## src/rtl/mem_port_arbiter_pkg.sv

```systemverilog
// Shared types and constants for the IF/MEM memory-port arbiter and the
// pipeline stages that generate its requests.
package mem_port_arbiter_pkg;

    localparam int ADDR_W_DEF = 32;
    localparam int DATA_W_DEF = 32;

    // Width of the starvation counter; STARVE_LIMIT must fit (1..15).
    localparam int CNT_W = 4;

    // Major opcodes shared with control_unit for MEM-stage request generation.
    localparam logic [6:0] OPC_LOAD  = 7'b0000011;
    localparam logic [6:0] OPC_STORE = 7'b0100011;

    typedef enum logic [1:0] {
        IDLE    = 2'd0,
        IF_BUSY = 2'd1,
        DM_BUSY = 2'd2,
        IF_DROP = 2'd3
    } arb_state_e;

    function automatic logic is_mem_opcode(input logic [6:0] opc);
        return (opc == OPC_LOAD) || (opc == OPC_STORE);
    endfunction

    function automatic logic is_store(input logic [6:0] opc);
        return opc == OPC_STORE;
    endfunction

endpackage

```

## src/rtl/mem_port_arbiter_if.sv

```systemverilog
// Request/response bundle between fetch, MEM stage, the arbiter and the memory.
// slave = arbiter side; master = the requesters plus memory around it.
interface mem_port_arbiter_if
    import mem_port_arbiter_pkg::*;
#(
    parameter int ADDR_W = ADDR_W_DEF,
    parameter int DATA_W = DATA_W_DEF
);
    logic              if_req;
    logic [ADDR_W-1:0] if_addr;
    logic [DATA_W-1:0] if_rdata;
    logic              if_ack;
    logic              if_stall;

    logic              dm_req;
    logic              dm_we;
    logic [ADDR_W-1:0] dm_addr;
    logic [DATA_W-1:0] dm_wdata;
    logic [DATA_W-1:0] dm_rdata;
    logic              dm_ack;
    logic              dm_stall;

    logic              flush;

    logic              mem_req;
    logic              mem_we;
    logic [ADDR_W-1:0] mem_addr;
    logic [DATA_W-1:0] mem_wdata;
    logic [DATA_W-1:0] mem_rdata;
    logic              mem_ready;

    modport slave (
        input  if_req, if_addr, dm_req, dm_we, dm_addr, dm_wdata, flush,
               mem_rdata, mem_ready,
        output if_rdata, if_ack, if_stall, dm_rdata, dm_ack, dm_stall,
               mem_req, mem_we, mem_addr, mem_wdata
    );

    modport master (
        output if_req, if_addr, dm_req, dm_we, dm_addr, dm_wdata, flush,
               mem_rdata, mem_ready,
        input  if_rdata, if_ack, if_stall, dm_rdata, dm_ack, dm_stall,
               mem_req, mem_we, mem_addr, mem_wdata
    );

endinterface

```

## src/rtl/mem_port_arbiter_starve_counter.sv

```systemverilog
// Saturating count of data grants taken while a fetch is waiting; a fetch
// grant clears it.
module mem_port_arbiter_starve_counter
    import mem_port_arbiter_pkg::*;
#(
    parameter int LIMIT = 4
) (
    input  logic clk,
    input  logic rst_n,
    input  logic inc_i,
    input  logic clr_i,
    output logic at_limit_o
);
    localparam logic [CNT_W-1:0] LIMIT_C = CNT_W'(LIMIT);

    logic [CNT_W-1:0] cnt_q;
    logic [CNT_W-1:0] cnt_d;

    always_comb begin
        // NOTE: default first so every path assigns cnt_d and no latch is inferred.
        cnt_d = cnt_q;
        if (clr_i) begin
            cnt_d = '0;
        end else if (inc_i && (cnt_q != LIMIT_C)) begin
            cnt_d = cnt_q + CNT_W'(1);
        end
    end

    always_ff @(posedge clk or negedge rst_n) begin
        // NOTE: non-blocking so every flop updates from pre-edge values together.
        if (!rst_n) begin
            cnt_q <= '0;
        end else begin
            cnt_q <= cnt_d;
        end
    end

    assign at_limit_o = (cnt_q == LIMIT_C);

endmodule

```

## src/rtl/mem_port_arbiter.sv

```systemverilog
// Shares one single-port memory between instruction fetch and the MEM stage,
// with data priority, fetch anti-starvation and flush squashing of fetches.
module mem_port_arbiter
    import mem_port_arbiter_pkg::*;
#(
    parameter int ADDR_W       = ADDR_W_DEF,
    parameter int DATA_W       = DATA_W_DEF,
    parameter int STARVE_LIMIT = 4
) (
    input  logic                 clk,
    input  logic                 rst_n,
    mem_port_arbiter_if.slave    bus
);
    arb_state_e        state_q, state_d;
    logic              mem_req_q, mem_req_d;
    logic              mem_we_q, mem_we_d;
    logic [ADDR_W-1:0] mem_addr_q, mem_addr_d;
    logic [DATA_W-1:0] mem_wdata_q, mem_wdata_d;
    logic [DATA_W-1:0] if_rdata_q, if_rdata_d;
    logic [DATA_W-1:0] dm_rdata_q, dm_rdata_d;
    logic              if_ack_q, if_ack_d;
    logic              dm_ack_q, dm_ack_d;

    logic              if_elig;
    logic              dm_elig;
    logic              cnt_inc;
    logic              cnt_clr;
    logic              starve_at_limit;

    mem_port_arbiter_starve_counter #(
        .LIMIT (STARVE_LIMIT)
    ) u_starve_counter (
        .clk        (clk),
        .rst_n      (rst_n),
        .inc_i      (cnt_inc),
        .clr_i      (cnt_clr),
        .at_limit_o (starve_at_limit)
    );

    // A requester acked this cycle is still holding req; it must not re-win.
    assign if_elig = bus.if_req & ~if_ack_q & ~bus.flush;
    assign dm_elig = bus.dm_req & ~dm_ack_q;

    always_comb begin
        state_d     = state_q;
        mem_req_d   = mem_req_q;
        mem_we_d    = mem_we_q;
        mem_addr_d  = mem_addr_q;
        mem_wdata_d = mem_wdata_q;
        if_rdata_d  = if_rdata_q;
        dm_rdata_d  = dm_rdata_q;
        if_ack_d    = 1'b0;
        dm_ack_d    = 1'b0;
        cnt_inc     = 1'b0;
        cnt_clr     = 1'b0;

        case (state_q)
            IDLE: begin
                mem_req_d = 1'b0;
                if (dm_elig && !(if_elig && starve_at_limit)) begin
                    state_d     = DM_BUSY;
                    mem_req_d   = 1'b1;
                    mem_we_d    = bus.dm_we;
                    mem_addr_d  = bus.dm_addr;
                    mem_wdata_d = bus.dm_wdata;
                    cnt_inc     = bus.if_req;
                end else if (if_elig) begin
                    state_d    = IF_BUSY;
                    mem_req_d  = 1'b1;
                    mem_we_d   = 1'b0;
                    mem_addr_d = bus.if_addr;
                    cnt_clr    = 1'b1;
                end
            end

            IF_BUSY: begin
                if (bus.mem_ready) begin
                    state_d   = IDLE;
                    mem_req_d = 1'b0;
                    if (!bus.flush) begin
                        if_ack_d   = 1'b1;
                        if_rdata_d = bus.mem_rdata;
                    end
                end else if (bus.flush) begin
                    state_d = IF_DROP;
                end
            end

            DM_BUSY: begin
                if (bus.mem_ready) begin
                    state_d   = IDLE;
                    mem_req_d = 1'b0;
                    dm_ack_d  = 1'b1;
                    if (!mem_we_q) begin
                        dm_rdata_d = bus.mem_rdata;
                    end
                end
            end

            IF_DROP: begin
                if (bus.mem_ready) begin
                    state_d   = IDLE;
                    mem_req_d = 1'b0;
                end
            end

            default: begin
                state_d   = IDLE;
                mem_req_d = 1'b0;
            end
        endcase
    end

    always_ff @(posedge clk or negedge rst_n) begin
        if (!rst_n) begin
            state_q     <= IDLE;
            mem_req_q   <= 1'b0;
            mem_we_q    <= 1'b0;
            mem_addr_q  <= '0;
            mem_wdata_q <= '0;
            if_rdata_q  <= '0;
            dm_rdata_q  <= '0;
            if_ack_q    <= 1'b0;
            dm_ack_q    <= 1'b0;
        end else begin
            state_q     <= state_d;
            mem_req_q   <= mem_req_d;
            mem_we_q    <= mem_we_d;
            mem_addr_q  <= mem_addr_d;
            mem_wdata_q <= mem_wdata_d;
            if_rdata_q  <= if_rdata_d;
            dm_rdata_q  <= dm_rdata_d;
            if_ack_q    <= if_ack_d;
            dm_ack_q    <= dm_ack_d;
        end
    end

    assign bus.mem_req   = mem_req_q;
    assign bus.mem_we    = mem_we_q;
    assign bus.mem_addr  = mem_addr_q;
    assign bus.mem_wdata = mem_wdata_q;
    assign bus.if_rdata  = if_rdata_q;
    assign bus.dm_rdata  = dm_rdata_q;
    assign bus.if_ack    = if_ack_q;
    assign bus.dm_ack    = dm_ack_q;
    assign bus.if_stall  = bus.if_req & ~if_ack_q;
    assign bus.dm_stall  = bus.dm_req & ~dm_ack_q;

endmodule
```

## src/flat_wrapper.sv

```systemverilog
// flat-port wrapper written by rule: the top's interface ports become plain ports
module mem_port_arbiter_flat import mem_port_arbiter_pkg::*;
#(
    parameter int ADDR_W       = ADDR_W_DEF,
    parameter int DATA_W       = DATA_W_DEF,
    parameter int STARVE_LIMIT = 4
)
  (clk, rst_n, bus_if_req, bus_if_addr, bus_dm_req, bus_dm_we, bus_dm_addr, bus_dm_wdata, bus_flush, bus_mem_rdata, bus_mem_ready, bus_if_rdata, bus_if_ack, bus_if_stall, bus_dm_rdata, bus_dm_ack, bus_dm_stall, bus_mem_req, bus_mem_we, bus_mem_addr, bus_mem_wdata);
  mem_port_arbiter_if #(.ADDR_W(ADDR_W), .DATA_W(DATA_W)) bus_i ();
  input  logic clk;
  input  logic rst_n;
  input wire logic [$bits(bus_i.if_req)-1:0] bus_if_req;
  input wire logic [$bits(bus_i.if_addr)-1:0] bus_if_addr;
  input wire logic [$bits(bus_i.dm_req)-1:0] bus_dm_req;
  input wire logic [$bits(bus_i.dm_we)-1:0] bus_dm_we;
  input wire logic [$bits(bus_i.dm_addr)-1:0] bus_dm_addr;
  input wire logic [$bits(bus_i.dm_wdata)-1:0] bus_dm_wdata;
  input wire logic [$bits(bus_i.flush)-1:0] bus_flush;
  input wire logic [$bits(bus_i.mem_rdata)-1:0] bus_mem_rdata;
  input wire logic [$bits(bus_i.mem_ready)-1:0] bus_mem_ready;
  output wire logic [$bits(bus_i.if_rdata)-1:0] bus_if_rdata;
  output wire logic [$bits(bus_i.if_ack)-1:0] bus_if_ack;
  output wire logic [$bits(bus_i.if_stall)-1:0] bus_if_stall;
  output wire logic [$bits(bus_i.dm_rdata)-1:0] bus_dm_rdata;
  output wire logic [$bits(bus_i.dm_ack)-1:0] bus_dm_ack;
  output wire logic [$bits(bus_i.dm_stall)-1:0] bus_dm_stall;
  output wire logic [$bits(bus_i.mem_req)-1:0] bus_mem_req;
  output wire logic [$bits(bus_i.mem_we)-1:0] bus_mem_we;
  output wire logic [$bits(bus_i.mem_addr)-1:0] bus_mem_addr;
  output wire logic [$bits(bus_i.mem_wdata)-1:0] bus_mem_wdata;
  assign bus_i.if_req = bus_if_req;
  assign bus_i.if_addr = bus_if_addr;
  assign bus_i.dm_req = bus_dm_req;
  assign bus_i.dm_we = bus_dm_we;
  assign bus_i.dm_addr = bus_dm_addr;
  assign bus_i.dm_wdata = bus_dm_wdata;
  assign bus_i.flush = bus_flush;
  assign bus_i.mem_rdata = bus_mem_rdata;
  assign bus_i.mem_ready = bus_mem_ready;
  assign bus_if_rdata = bus_i.if_rdata;
  assign bus_if_ack = bus_i.if_ack;
  assign bus_if_stall = bus_i.if_stall;
  assign bus_dm_rdata = bus_i.dm_rdata;
  assign bus_dm_ack = bus_i.dm_ack;
  assign bus_dm_stall = bus_i.dm_stall;
  assign bus_mem_req = bus_i.mem_req;
  assign bus_mem_we = bus_i.mem_we;
  assign bus_mem_addr = bus_i.mem_addr;
  assign bus_mem_wdata = bus_i.mem_wdata;
  mem_port_arbiter #(.ADDR_W(ADDR_W), .DATA_W(DATA_W), .STARVE_LIMIT(STARVE_LIMIT)) u_core (.clk(clk), .rst_n(rst_n), .bus(bus_i));
endmodule
```

## config.mk

```make
export PLATFORM = sky130hd
export DESIGN_NAME = mem_port_arbiter_flat
export DESIGN_NICKNAME = d
export VERILOG_FILES = /design/src/rtl/mem_port_arbiter_pkg.sv /design/src/rtl/mem_port_arbiter_if.sv /design/src/rtl/mem_port_arbiter_starve_counter.sv /design/src/rtl/mem_port_arbiter.sv /design/src/flat_wrapper.sv
export SDC_FILE = /design/constraint.sdc
export NUM_CORES = 1
export LEC_CHECK = 0
export CORE_ASPECT_RATIO = 1.5
export CORE_MARGIN = 5
export CORE_UTILIZATION = 44
export DETAILED_ROUTE_END_ITERATION = 8
export GPL_TIMING_DRIVEN = 0
export PLACE_DENSITY = 0.94
export REMOVE_ABC_BUFFERS = 1
export SLEW_MARGIN = 25
export SYNTH_ARGS = -nofsm -noshare
export SYNTH_HDL_FRONTEND = slang
export SYNTH_SLANG_ARGS = --single-unit
```

## constraint.sdc

```tcl
create_clock -name clk -period 5.5 [get_ports clk]
set_input_delay 1.375 -clock clk [delete_from_list [all_inputs] [get_ports clk]]
set_output_delay 1.375 -clock clk [all_outputs]
set_load 0.03 [all_outputs]
```

Fig. 1: run 1, wiring heat map
Scale bar: 20 um. The die is cut into 20 by 29 equal tiles; white is low, dark blue is high, scaled to the fullest tile. Values are wire area over tile area, all layers added.
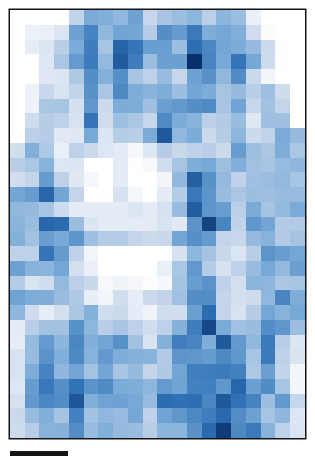
tiles over half the peak: 29%
mean over tiles: 0.18
fullest tile: 0.47
nearly empty tiles: 8.1%

Fig. 2: run 1, metal 3
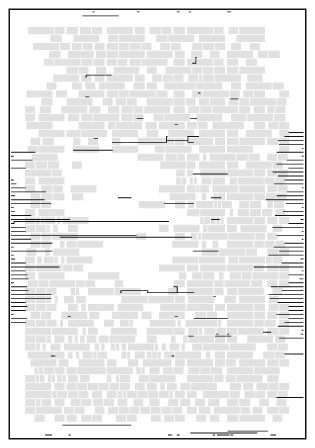
share of all routed wire: 6.1%
longest straight run: 53.1 um
main direction: horizontal

==> changes_impl.md, run 1 <==
### Metrics

- Slew Limit Fails: 0
- Fmax: 236 MHz
- RSZ-0062 raised after global routing: false
- Critical path capture point type: output pin
- Pwr dens: 665 nW/um^2
- Hold Startpoint: u_core.bus.mem_addr[10]
- Core Area: 12,400 um^2
- Status: finished clean
- Final hold violations: 0
- Synth Register Bits: between 100 and 150
- Final Power: between 6 and 7 mW
- CTS sink cnt: 138
- Yosys top cell by instances: dfrtp_1
- Floorplan Utilization: 0.446
- Synth area leader: dfrtp_1
- Post-CTS Hold Buffers: 0
- Mapped Cells: 389
- Chip Width: 101 um
- I/O Buffers: 268
- Largest net degree at the start of global routing: 92
- CP endpoint: bus_dm_stall
- CP Launch Type: input pin
- Die area: 14,900 um^2
- Worst flop-to-flop path endpoint: u_core.bus.mem_wdata[4]
- Seq share, synth: 0.626
- Worst hold stages: 2
- Diode count: 0
- Post-synth top cells: 138 x dfrtp_1, 66 x mux2_2, 36 x o21ai_0
- Synth-to-Final Area Change: 64.7%
- Vias per cell: between 4 and 5
- # setup viols final: 0
- Top_reg_cell synth: dfrtp_1
- Top Layout Cells: 267 x clkdlybuf4s50_1, 138 x dfrtp_1, 66 x mux2_2, 36 x o21ai_0, 35 x nand2_1
- Fillcell total: 780
- H-tree depth: 4
- CP arrival: 2.87 ns
- Longest Clk Path Bufs: 2
- Share of cells above drive strength 1: 0.167
- Final nets: 802
- Initial DRC count: 76
- Cell count along the critical path: 4
- DRT Pass-1 Iters: 4
- Yosys warns: 0
- Post-synthesis instance area: roughly 5500 um^2
- Number of synthesized flops with an enable pin: 0
- R2R Setup Slk: 2.76 ns
- Chip Area, Yosys: roughly 5500 um^2
- CP max stage delay: 0.70 ns
- Vias in the first global route: 4,653
- Crit path cell chain: clkdlybuf4s50_1 > nand2b_1 > inv_1 > clkdlybuf4s50_1
Fig. 3: run 1, close-up of the layout
Region (31, 54) to (71, 94) um. Cells in gray, sequential cells in the stronger gray; small squares are vias.
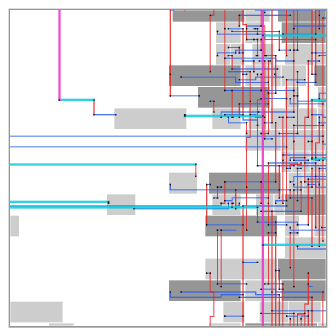
[blue] M1
[red] M2
[cyan] M3
[magenta] M4
sequential cells in the window: 11
most frequent: dfrtp_1 (11), o21ai_0 (4)
netlist names of flops here include: `u_core.u_starve_counter.cnt_q` (4), `u_core.bus.mem_wdata` (2), `u_core.state_q` (2)
cells with their middle in the window: 49

Fig. 4: run 1, the clock network
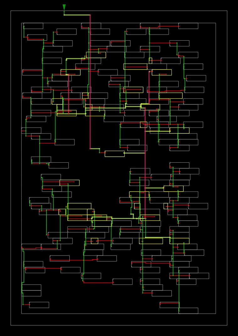
clkbuf count: 19
Clock Latency Late Sink: 0.41 ns
flip-flops: 138
clock buffer count from CTS: 17

run 1: cell type report:
| class | instances | area, um^2 | area share |
|---|---|---|---|
| inverters | 5 | 18.8 | 0.00206 |
| flip-flops and latches | 138 | 3450 | 0.380 |
| clock buffers | 19 | 443 | 0.0487 |
| multi-input cells | 227 | 1960 | 0.216 |
| well taps | 156 | 195 | 0.0215 |
| clock inverters | 13 | 191 | 0.0211 |
| repair buffers | 276 | 2830 | 0.311 |
run 1: per-stage QoR:
stage               cell area [um^2]  hold slack (ns)  instances
CTS                             9090            0.482        834
finish                          9090            0.476        834
global route                    9090            0.494        834
detailed placement              8460            0.470        802
floorplan                       5420            0.488        370
global placement                8300            0.467        794
run 1: tightest hold or removal path: stages, from the launching register on:
cell     delay [ns]
dfrtp_1        0.34
nand2_1        0.05
o21ai_0        0.06
run 1: where the power goes:
part	internal, mW	switching, mW	total (mW)
Combinational	1.34	1.68	3.02
Clock	0.775	0.433	1.21
Sequential	1.52	0.291	1.81
run 1: kinds of logic after synthesis:
logic type	synth area share
compound gates	0.0467
fa+ha+maj	0.00453
buf+inv	0.0220
flops	0.626
mux	0.256
simple gates	0.0456
run 1: state kept, by name (all words and copies together), names as in the netlist:
signal,flops
u_core.bus.if_ack,1
u_core.bus.mem_we,1
u_core.bus.mem_addr,32
u_core.bus.if_rdata,32
u_core.bus.dm_rdata,32
u_core.state_q,2
u_core.u_starve_counter.cnt_q,4
u_core.bus.mem_wdata,32
u_core.bus.mem_req,1
u_core.bus.dm_ack,1
run 1: routing by layer:
layer  global-route usage  wire (um)
met1                0.239       5550
met2                0.395       8990
met4                0.108        688
met5                    0          0
met3               0.0599        987
==> run 2, diff against run 1 <==
CORE_UTILIZATION = 37   (was 44)
PLACE_DENSITY = 0.85   (was 0.94)
clock period = 3.5 ns   (was 5.5 ns; I/O delays follow)
Fig. 5: run 2, the clock network
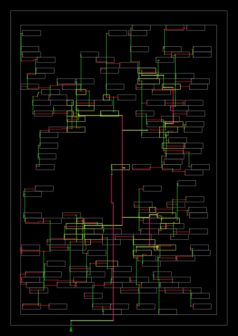
Clock Skew: 0.0104 ns
CTS sink cnt: 138

Fig. 6: run 2, wiring heat map
Scale bar: 20 um. The die is cut into 22 by 32 equal tiles; white is low, dark blue is high, scaled to the fullest tile. Values are wire area over tile area, all layers added.
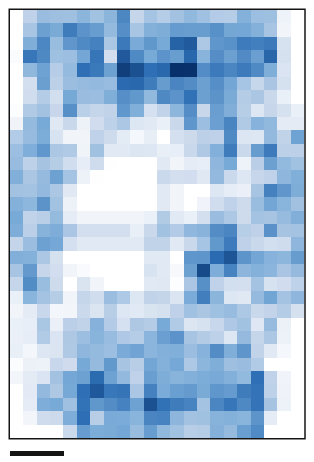
fullest tile: 0.44
tiles over half the peak: 23%
mean over tiles: 0.15
nearly empty tiles: 11%

Fig. 7: run 2, close-up of the layout
Region (35, 60) to (75, 100) um. Cells in gray, sequential cells in the stronger gray; small squares are vias.
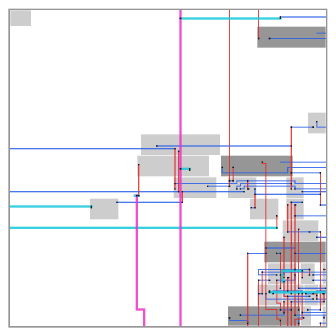
[red] M2
[magenta] M4
[cyan] M3
[blue] M1
most frequent: dfrtp_1 (4)
sequential cells in the window: 4
netlist names of flops here include: `u_core.u_starve_counter.cnt_q` (2)
cells with their middle in the window: 20

==> run 2 against run 1 <==
Register-to-register slack worse by 1.5 ns. Synthesized area unchanged. Die size up 17%. Sequential share of layout area down 0.32 points. Critical endpoint unchanged.
==> changes_impl.md, run 2 <==
### Metrics

- Status: finished clean
- CP Launch Type: input pin
- Vias per cell: 4.76 (-4.6%)
- Yosys warns: 0 (unchanged)
- Crit-path most repeated cell: clkdlybuf4s50_1
- # setup viols final: 0 (unchanged)
- Final Power: 9.51 mW (+57%)
- Mapped Cells: 389 (unchanged)
- Core Area: 14,600 um^2 (+18%)
- Basic Gates by Area: 0.0456 (unchanged)
- Yosys top cell by instances: dfrtp_1
- Mux cell area share after synthesis: 0.256 (unchanged)
- Top_reg_cell synth: dfrtp_1
- Clock Latency Late Sink: 0.41 ns (about the same)
- Post-CTS Hold Buffers: 0 (unchanged)
- RSZ-0062 raised after global routing: false
- CP max stage delay: 0.70 ns (about the same)
- Final hold violations: 0 (unchanged)
- Post-route cell area: 9170 um^2 (+0.85%)
- Post-synth top cells: 138 x dfrtp_1, 66 x mux2_2, 36 x o21ai_0
- Adder share: 0.00453 (unchanged)
- Slew Limit Fails: 0 (unchanged)
- Share of cells above drive strength 1: 0.168 (+0.00123)
- Hpwl dp: 13.0 mm
- Top Layout Cells: 267 x clkdlybuf4s50_1, 138 x dfrtp_1, 66 x mux2_2, 36 x o21ai_0, 35 x nand2_1
- Clock buffer count from CTS: 17 (unchanged)
- Vias in the first global route: 4,724 (+1.5%)
- Chip Width: 110 um (+8.2%)
- Critical path capture point type: output pin
- Longest Clk Path Bufs: 2 (unchanged)
- Crit path cell chain: clkdlybuf4s50_1 > nand2b_1 > inv_1 > clkdlybuf4s50_1
- Dominant comb cell: multiplexers
- Initial DRC count: 150 (+97%)
- Synth area leader: dfrtp_1
- Largest net degree at the start of global routing: 80 (-13%)
- Synth Area in XOR/XNOR: 0 (unchanged)
- Final nets: 804 (+0.25%)
- Pwr dens: 1040 nW/um^2 (+56%)
- Post-synthesis instance area: 5520 um^2 (unchanged)
- Diode count: 0 (unchanged)
- Chip Area, Yosys: 5520 um^2 (unchanged)
- Compound Share, Synth: 0.0467 (unchanged)
- DP Area: 8540 um^2 (+0.96%)
- Number of synthesized flops with an enable pin: 0 (unchanged)
- Synth-to-Final Area Change: 66.1%
- Synth Register Bits: 138 (unchanged)
- Seq share, synth: 0.626 (unchanged)
- Final antenna-violating net count: 0
- Floorplan Utilization: 0.378 (-0.0674)
- Fmax: 311 MHz
- I/O Buffers: 268 (unchanged)
==> run 2: netlist changes by cell type in the layout (fill, tap and decap cells not counted) <==
cell / change
inv_6: +2
buf_16: +1
buf_4: +1
buf_6: +1
buf_8: -1
clkinv_2: -1
clkinv_4: -1
clkinvlp_4: -1
==> run 2: metrics by stage <==
step | cells | hold slack (ns)
finish | 875 | 0.384
detailed placement | 844 | 0.470
CTS | 875 | 0.400
floorplan | 370 | 0.488
global route | 875 | 0.409
global placement | 834 | 0.464
==> run 2: power by group <==
group / internal, mW / switching, mW / leakage, nW
Clock: 1.22 / 0.690 / 0.301
Sequential: 2.39 / 0.450 / 1.66
Combinational: 2.13 / 2.63 / 1.93
Total: 5.74 / 3.77 / 3.89
==> run 2: logic make-up after synthesis <==
kind of cell / after synthesis
muxes: 129
adders and majority gates: 2
and+or+nand+nor: 51
AOI/OAI and AO/OA: 45
DFF: 138
buffers and inverters: 24
==> run 2: final timing paths <==
| path | depth (start not counted) | endpoint | slack (ns) |
|---|---|---|---|
| max | 4 | bus_dm_stall | 0.28 |
| min reg2reg | 2 | u_core.bus.mem_addr[16] | 0.48 |
| min in group clk | 2 | u_core.bus.mem_addr[16] | 0.48 |
| max in group asynchronous | 2 | u_core.bus.mem_addr[3] | 2.35 |
| min | 1 | u_core.bus.if_rdata[3] | 0.38 |
| max reg2reg | 6 | u_core.bus.mem_wdata[11] | 1.24 |
==> run 2: cell type report <==
cell class              count  area (um^2)
fillers                  1146         5430
flip-flops and latches    138         3450
repair buffers            278         2860
multi-input cells         227         1960
clock buffers              19          443
well taps                 196          245
clock inverters            12          188
inverters                   5         18.8
==> run 2: layer usage <==
metal	global-route usage	vias up	wire length (um)
li1	-	1934	-
met3	0.0475	33	927
met5	0	-	0
met2	0.352	132	9260
met1	0.211	2064	5750
met4	0.0794	0	519
==> run 3, diff against run 2 <==
CORE_UTILIZATION = 41   (was 37)
PLACE_DENSITY = 0.89   (was 0.85)
clock period = 3.1 ns   (was 3.5 ns; I/O delays follow)
Fig. 8: run 3, metal 3
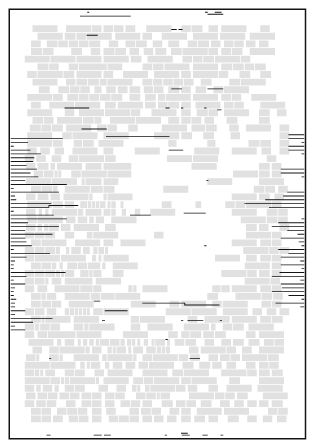
share of all routed wire: 4.7%
main direction: horizontal
longest straight run: 22.3 um
wire length on this layer: 757 um
nets with wire on the layer: 106
GR Util met3: 0.0505
DR vias: 4,113
Post-Route WL: 16.2 mm

Fig. 9: run 3, clock wires, drivers and flops
Scale bar: 20 um.
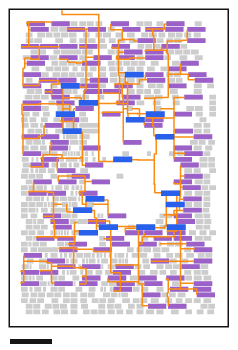
[purple] flip-flops | count: 138
[blue] clock-net drivers | count: 17
[orange] clock wires | length: 1,680 um
routed clock nets: 18
flops lie: spread over the die

Fig. 10: run 3, close-up of the layout
Region (32, 56) to (72, 96) um. Cells in gray, sequential cells in the stronger gray; small squares are vias.
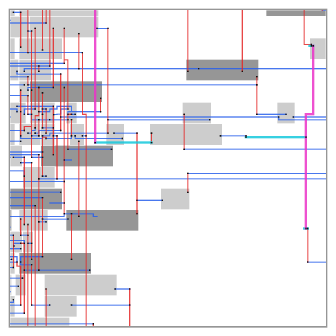
[red] M2
[magenta] M4
[cyan] M3
[blue] M1
netlist names of flops here include: `u_core.state_q` (2), `u_core.u_starve_counter.cnt_q` (2)
most frequent: dfrtp_1 (6)
cells with their middle in the window: 29
sequential cells in the window: 6

==> run 3 against run 2 <==
Count of clock-buffer cells in the layout stayed put. Clock skew barely moved. Synthesized area stayed put. Cell count down 3.9%. Worst setup slack worse by 0.18 ns. Sequential power is 13% higher. Total power increased by 10%. Sequential share of layout area grew 0.47 points. Non-clock buffer count down 1. Critical endpoint unchanged. Largest power group unchanged. Highest routed layer unchanged.
==> changes_impl.md, run 3 <==
### Metrics

- GR peak layer: met2
- Final nets: 803 (-0.12%)
- Floorplan Utilization: 0.414 (+0.0356)
- Max Used Layer: met4
- Share of cells above drive strength 1: 0.169 (+0.00147)
- R2R Setup Slk: 0.63 ns (-0.61 ns)
- Met1 wire length: 5.85 mm (+1.7%)
- Post-synth top cells: 138 x dfrtp_1, 66 x mux2_2, 36 x o21ai_0
- Core Area: 13,300 um^2 (-8.6%)
- WHS: 0.298 ns (-0.0865 ns)
- Met2 GRT Util: 0.368 (+0.0169)
- Vias per cell: 4.89 (+2.8%)
- Hpwl dp: 12.9 mm (-0.39%)
- Longest Clk Path Bufs: 2 (unchanged)
- Clock buffer count from CTS: 17 (unchanged)
- Metal2 WL: 8.96 mm (-3.3%)
- Slew Limit Fails: 0 (unchanged)
- Post-route cell area: 9050 um^2 (-1.2%)
- Top_reg_cell synth: dfrtp_1
- I/O Buffers: 268 (unchanged)
- Post-synthesis instance area: 5520 um^2 (unchanged)
- Status: finished clean
- Clock Latency Late Sink: 0.41 ns (about the same)
- Synth Register Bits: 138 (unchanged)
- Number of synthesized flops with an enable pin: 0 (unchanged)
- Final hold violations: 0 (unchanged)
- Finished Layout Cells: 841 (-3.9%)
- Pwr dens: 1160 nW/um^2 (+12%)
- Yosys top cell by instances: dfrtp_1
- Routed met3 length: 756 um (-18%)
- RSZ-0062 raised after global routing: false
- Mapped Cells: 389 (unchanged)
- Synth-to-Final Area Change: 64.0%
- # setup viols final: 0 (unchanged)
- Combinational share of power: 0.514 (+0.013)
-- run 3: cell count changes in the layout (fill, tap and decap cells not counted), sizes merged --
cell	change
clkinv	+1
buf	-1
bufinv	-4
inv	+3
clkinvlp	+1
-- run 3: final timing paths --
path | startpoint | cells after the start | endpoint
max | bus_dm_req | 4 | bus_dm_stall
min | rst_n | 1 | u_core.bus.if_rdata[21]
max reg2reg | u_core.u_starve_counter.cnt_q[0] | 6 | u_core.bus.mem_wdata[14]
min reg2reg | u_core.bus.mem_addr[4] | 2 | u_core.bus.mem_addr[4]
max in group asynchronous | rst_n | 2 | u_core.bus.mem_wdata[29]
min in group clk | u_core.bus.mem_addr[4] | 2 | u_core.bus.mem_addr[4]
-- run 3: final cells by class --
type	instances	area, um^2
fillers	974	4280
flip-flops and latches	138	3450
repair buffers	277	2850
multi-input cells	227	1970
clock buffers	19	453
well taps	162	203
clock inverters	13	109
inverters	5	18.8
-- run 3: power by group through the flow --
stage | clock, mW | sequential, mW | combinational, mW
global placement | 0 | 3.16 | 5.21
CTS | 1.95 | 3.21 | 5.45
global route | 2.03 | 3.32 | 5.64
finish | 1.90 | 3.20 | 5.39
floorplan | 0 | 4.90 | 1.17
detailed placement | 0 | 3.24 | 5.44
-- run 3: worst max-delay path, cell delays in order --
cell and delay, ns:
clkdlybuf4s50_1 0.46, nand2b_1 0.11, inv_1 0.15, clkdlybuf4s50_1 0.73
-- run 3: kinds of logic (layout without fill, tap and decap cells) --
kind of cell / count (synthesis) / count (layout) / synth area share
fa+ha+maj: 2 / 2 / 0.00453
buf+inv: 24 / 314 / 0.0220
compound gates: 45 / 45 / 0.0467
flops: 138 / 138 / 0.626
simple gates: 51 / 51 / 0.0456
mux: 129 / 129 / 0.256
No activity file was given, so power comes from the tool's default toggle rates.
